File: config.mk
export PLATFORM = sky130hd
export DESIGN_NAME = divisor_mantisa
export DESIGN_NICKNAME = d
export VERILOG_FILES = /design/src/rtl/fp_pkg.sv /design/src/rtl/div_step.sv /design/src/rtl/divisor_mantisa.sv
export SDC_FILE = /design/constraint.sdc
export NUM_CORES = 1
export LEC_CHECK = 0
export CORE_MARGIN = 2
export CORE_UTILIZATION = 53
export CTS_BUF_LIST = sky130_fd_sc_hd__clkbuf_4
export DETAILED_ROUTE_END_ITERATION = 10
export PLACE_DENSITY = 0.76
export SLEW_MARGIN = 10
export SYNTH_ARGS = -nofsm -noshare
export SYNTH_HDL_FRONTEND = slang
export SYNTH_HIERARCHICAL = 1
export SYNTH_SLANG_ARGS = --single-unit
File: constraint.sdc
create_clock -name clk -period 5.35 [get_ports clk]
set_clock_uncertainty 0.1 [all_clocks]
set_input_delay 0.535 -clock clk [delete_from_list [all_inputs] [get_ports clk]]
set_output_delay 0.535 -clock clk [all_outputs]
set_load 0.03 [all_outputs]
File: src/rtl/fp_pkg.sv
// fp_pkg: shared mantissa/quotient widths, divider state encoding and saturation value.
package fp_pkg;
    localparam int MW = 24;
    localparam int QW = 32;
    localparam int QF = 31;
    typedef enum logic [1:0] {IDLE, RUN, DONE} state_t;
    localparam logic [QW-1:0] SAT = '1;
endpackage

File: src/rtl/div_step.sv
// div_step: one restoring-division step (shift in a dividend bit, trial-subtract the divisor).
module div_step #(
    parameter int WI = 24
) (
    input  logic [WI:0]   rem,
    input  logic          b,
    input  logic [WI-1:0] dv,
    output logic [WI:0]   nrem,
    output logic          q
);
    logic [WI+1:0] t, d;
    // rem < dv keeps t below 2^(WI+1), so the top bit of d is the borrow
    always_comb begin
        t = {rem, b};
        d = t - {2'b0, dv};
        q = ~d[WI+1];
        nrem = q ? d[WI:0] : t[WI:0];
    end
endmodule

File: src/rtl/divisor_mantisa.sv
// divisor_mantisa: sequential radix-2 restoring mantissa divider, out = floor(in1*2^FRAC/in2).
module divisor_mantisa
    import fp_pkg::*;
#(
    parameter int WI   = MW,
    parameter int WO   = QW,
    parameter int FRAC = QF
) (
    input  logic          clk,
    input  logic          rst,
    input  logic          start,
    input  logic [WI-1:0] in1,
    input  logic [WI-1:0] in2,
    output logic          busy,
    output logic          done,
    output logic [WO-1:0] out,
    output logic          dz,
    output logic          ovf
);
    localparam int SH = WO - FRAC;
    localparam int WX = WI + SH;
    localparam int CW = $clog2(WO);
    state_t state, nxt;
    logic [WI:0] rem, nrem;
    logic [WI-1:0] dvs;
    logic [WO-1:0] acc;
    logic [CW-1:0] cnt;
    logic qb, zero, big, sat;
    assign zero = in2 == '0;
    assign big = WX'(in1) >= (WX'(in2) << SH);
    assign sat = zero | big;
    // acc shifts dividend bits out of the top while quotient bits enter at the bottom
    div_step #(.WI(WI)) u_step (
        .rem (rem),
        .b   (acc[WO-1]),
        .dv  (dvs),
        .nrem(nrem),
        .q   (qb)
    );
    always_ff @(posedge clk or posedge rst) begin
        if (rst) state <= IDLE;
        else state <= nxt;
    end
    always_comb begin
        nxt = state == IDLE ? (start ? (sat ? DONE : RUN) : IDLE) :
              state == RUN  ? (cnt == '0 ? DONE : RUN) : IDLE;
    end
    always_comb begin
        busy = state != IDLE;
        done = state == DONE;
    end
    always_ff @(posedge clk or posedge rst) begin
        if (rst) begin
            rem <= '0;
            dvs <= '0;
            acc <= '0;
            cnt <= '0;
            out <= '0;
            dz  <= 1'b0;
            ovf <= 1'b0;
        end else if (state == IDLE && start) begin
            rem <= (WI+1)'(in1 >> SH);
            dvs <= in2;
            acc <= WO'(in1) << FRAC;
            cnt <= CW'(WO - 1);
            dz  <= zero;
            ovf <= ~zero & big;
            if (sat) out <= WO'(SAT);
        end else if (state == RUN) begin
            rem <= nrem;
            acc <= {acc[WO-2:0], qb};
            cnt <= cnt - 1'b1;
            if (cnt == '0) out <= {acc[WO-2:0], qb};
        end
    end
endmodule

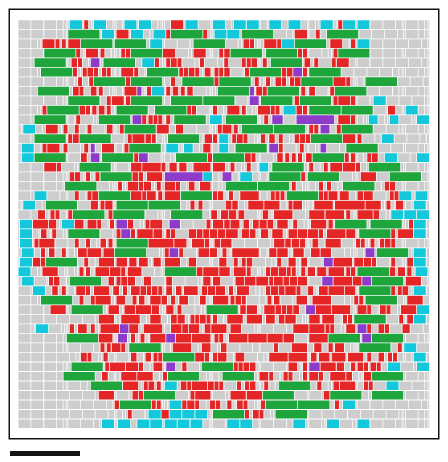
**Above:** run 1 (cell classes on the final placement).
Scale bar: 20 µm. Fill, decap, tap and diode cells in grey.
flops: shown in green, cells 122. clock drivers and dummy loads: shown in purple, cells 32. all other logic: shown in red, cells 679. other buffers and delay cells: shown in cyan, cells 93.

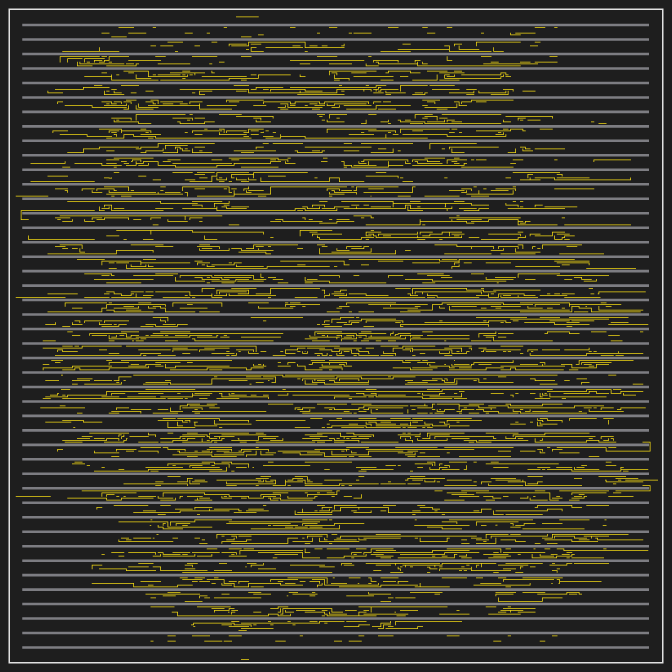
**Above:** run 1 (M1 wires).
Supply wires on this layer in grey.
The longest straight run is 63.0 µm. The wires run mostly horizontal. The layer holds 50% of the routed length. 907 nets have wire on it.

==> job_summary.md, run 1 <==
## Synthesis and layout report

| Metric | Value |
|---|---|
| Area used by multi-input combinational logic | 3970 µm² |
| Worst supply voltage drop on vdd | 0.297 mV |
| DP HPWL | 11700 µm |
| Biggest cell delay along the critical path | between 400 and 500 ps |
| Chain of cells forming the critical path | ha_1 > a21o_1 > and3_1 > nor3_1 > a31oi_2 > o21ai_2 > a211o_1 > nand3_2 > inv_4 > mux2_2 > a22oi_1 > nand2_1 |
| Aoi/oai-family share of the synthesized area | between 10% and 20% |
| Topmost layer with routed signal wires | met4 |
| Post-CTS setup-driven buffer insertion count | 0 |
| Clock-pin slew reported for the worst setup and hold paths after clock tree synthesis | approximately 110 ps |
| Post-Route Setup TNS | 0 ps |
| Row count | about 43 |
| Global-route track usage on met1 | around a third |
| H-Tree Level Count | 4 |
| Syn avg cell area | between 8 and 9 µm² |
| Chip height | 123 µm |
| Run status | finished clean |
| Share of total power in the clock network | 10.9% |
| Crit path depth | 12 |
| Number of warnings printed during yosys synthesis | 6 |
| Simple logic cell fraction of the synthesized area | 22.8% |
| Power consumption | 5.98 mW |
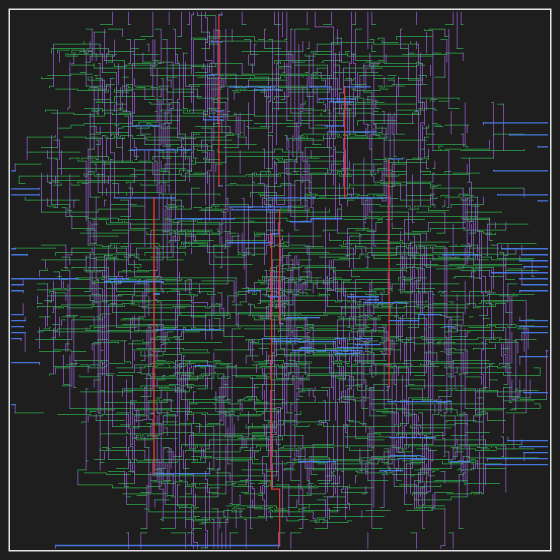
**Above:** run 1 (routed metal, one colour a layer).
met4: shown in red, wire length 277 µm. met3: shown in blue, wire length 710 µm. met2: shown in purple, wire length 7330 µm. met1: shown in green, wire length 8250 µm.

**Run 1: wiring heat map**

25 x 25 tiles, from black (low) to pale yellow (high), scaled to the fullest tile. Values are wire area over tile area, all layers added.
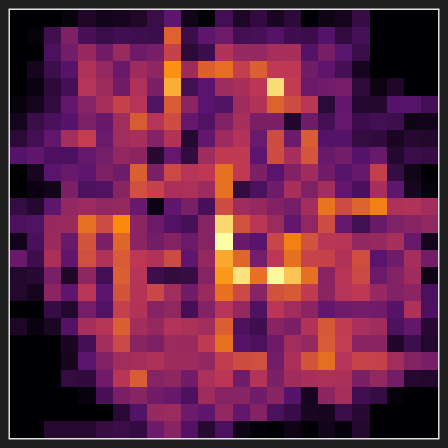

==> run 2, diff against run 1 <==
PLACE_DENSITY = 0.79   (was 0.76)
clock period = 2.82 ns   (was 5.35 ns; I/O delays follow)
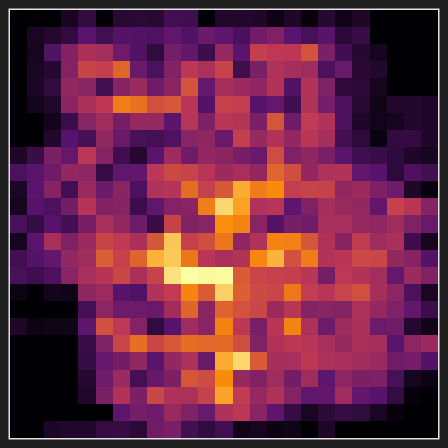
**Above:** run 2 (wiring heat map).
25 x 25 tiles, from black (low) to pale yellow (high), scaled to the fullest tile. Values are wire area over tile area, all layers added.
11% of the tiles are nearly empty. The fullest tile reaches 0.64. 17% of the tiles are over half the peak. The mean over all tiles is 0.20.

==> run 2 against run 1 <==
Net effect:
- the run now ends with setup timing left
- sequential power grew 91%
- critical endpoint is now rem[5]
- highest routed layer unchanged
- critical path depth grew 1
- global-route usage grew 2.0 points
- register-to-register slack lost 2200 ps
==> job_summary.md, run 2 <==
## Synthesis and layout report

| Metric | Value |
|---|---|
| Area used by multi-input combinational logic | 4290 µm² |
| Run status | finished with violations |
| Topmost layer with routed signal wires | met4 |
| Violations in the final reports | setup timing |
| Crit path depth | 13 |
| Chain of cells forming the critical path | inv_1 > ha_4 > nand4_4 > or3_4 > a31oi_4 > o21ai_4 > a211o_1 > nand3_2 > inv_4 > buf_12 > mux2_4 > a22oi_1 > nand2_1 |
| H-Tree Level Count | 4 |
| Global-route track usage on met1 | 34.9% |
| Number of warnings printed during yosys synthesis | 6 |
| Chip height | about 120 µm |
| Post-CTS setup-driven buffer insertion count | 19 |
| Simple logic cell fraction of the synthesized area | 22.8% |
| Metal-1 WL | around 8300 µm |
| Number of nets at floorplan | 941 |
| Final number of setup-violating endpoints | 24 |
| Biggest cell delay along the critical path | 430 ps |
| Final setup margin | -157 ps |
| Met2 wire length | approximately 9100 µm |
| Clock-pin slew reported for the worst setup and hold paths after clock tree synthesis | between 100 and 150 ps |
| DP HPWL | 12000 µm |
| Post-Route Setup TNS | -2800 ps |
| Aoi/oai-family share of the synthesized area | about 14% |
| Row count | about 43 |
==> run 3, diff against run 2 <==
CTS_CLUSTER_SIZE = 24   (was default)
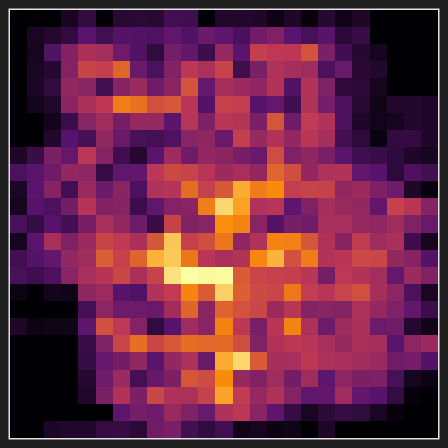
**Above:** run 3 (wiring heat map).
25 x 25 tiles, from black (low) to pale yellow (high), scaled to the fullest tile. Values are wire area over tile area, all layers added.
total routing resource utilization after global routing: 25.8%
DRT Wirelength: 18800 µm
detail-routed net length per standard cell: 16.1 µm
via total after detailed routing: 6555

==> run 3 against run 2 <==
Net effect:
- the flow still finishes with violations (setup timing)
- non-clock buffer count stayed put
- clock-buffer cell count unchanged
- power stayed put
- routed wire length unchanged
- setup slack stayed put
- via count is the same
- first-iteration DRC count stayed put
- largest power group unchanged
- cell area is the same
==> job_summary.md, run 3 <==
## Synthesis and layout report

| Metric | Value |
|---|---|
| Run status | finished with violations |
| Violations in the final reports | setup timing |
| Row count | ~43 |
| Area used by multi-input combinational logic | about 4300 µm² |
| Number of sequential storage elements | 122 |
| Global-route track usage on met1 | between 30% and 40% |
| Clock buffer depth | 2 |
| Share of total power in the clock network | roughly 11% |
| DP HPWL | between 10000 and 15000 µm |
| Maxcap violations | 0 |
| Placed standard-cell area | ~9000 µm² |
| Number of nets at floorplan | roughly 940 |
| Startpoint-to-endpoint class of the critical path | reg -> reg |
| Topmost layer with routed signal wires | met4 |
| H-Tree Level Count | 4 |
| Most instantiated cells after synthesis | nand2_1 (238), dfrtp_1 (122), o21ai_0 (67) |
| Post-Route Setup TNS | -2800 ps |
| Aoi/oai-family share of the synthesized area | 14.4% |
| Biggest cell delay along the critical path | between 400 and 500 ps |
| Chain of cells forming the critical path | inv_1 > ha_4 > nand4_4 > or3_4 > a31oi_4 > o21ai_4 > a211o_1 > nand3_2 > inv_4 > buf_12 > mux2_4 > a22oi_1 > nand2_1 |
| Final setup margin | -157 ps |
| Simple logic cell fraction of the synthesized area | between 20% and 30% |
| Power consumption | about 14 mW |
| Final number of setup-violating endpoints | 24 |
| Met2 wire length | ~9100 µm |
| Worst Setup EP | rem[5] |
| Clock-pin slew reported for the worst setup and hold paths after clock tree synthesis | 120 ps |
| Number of warnings printed during yosys synthesis | 6 |
| Non-Clock Buffer Area Fraction | 15.1% |
| Syn avg cell area | 8.86 µm² |
| Metal-1 WL | roughly 8300 µm |
| Crit path depth | 13 |
| Chip height | between 100 and 150 µm |
| Switching share of power | a little over two fifths |
| Post-CTS setup-driven buffer insertion count | 19 |
| Count of port buffers added during placement | about 86 |
Power figures rest on the tool's default switching activity, not on a simulated workload.
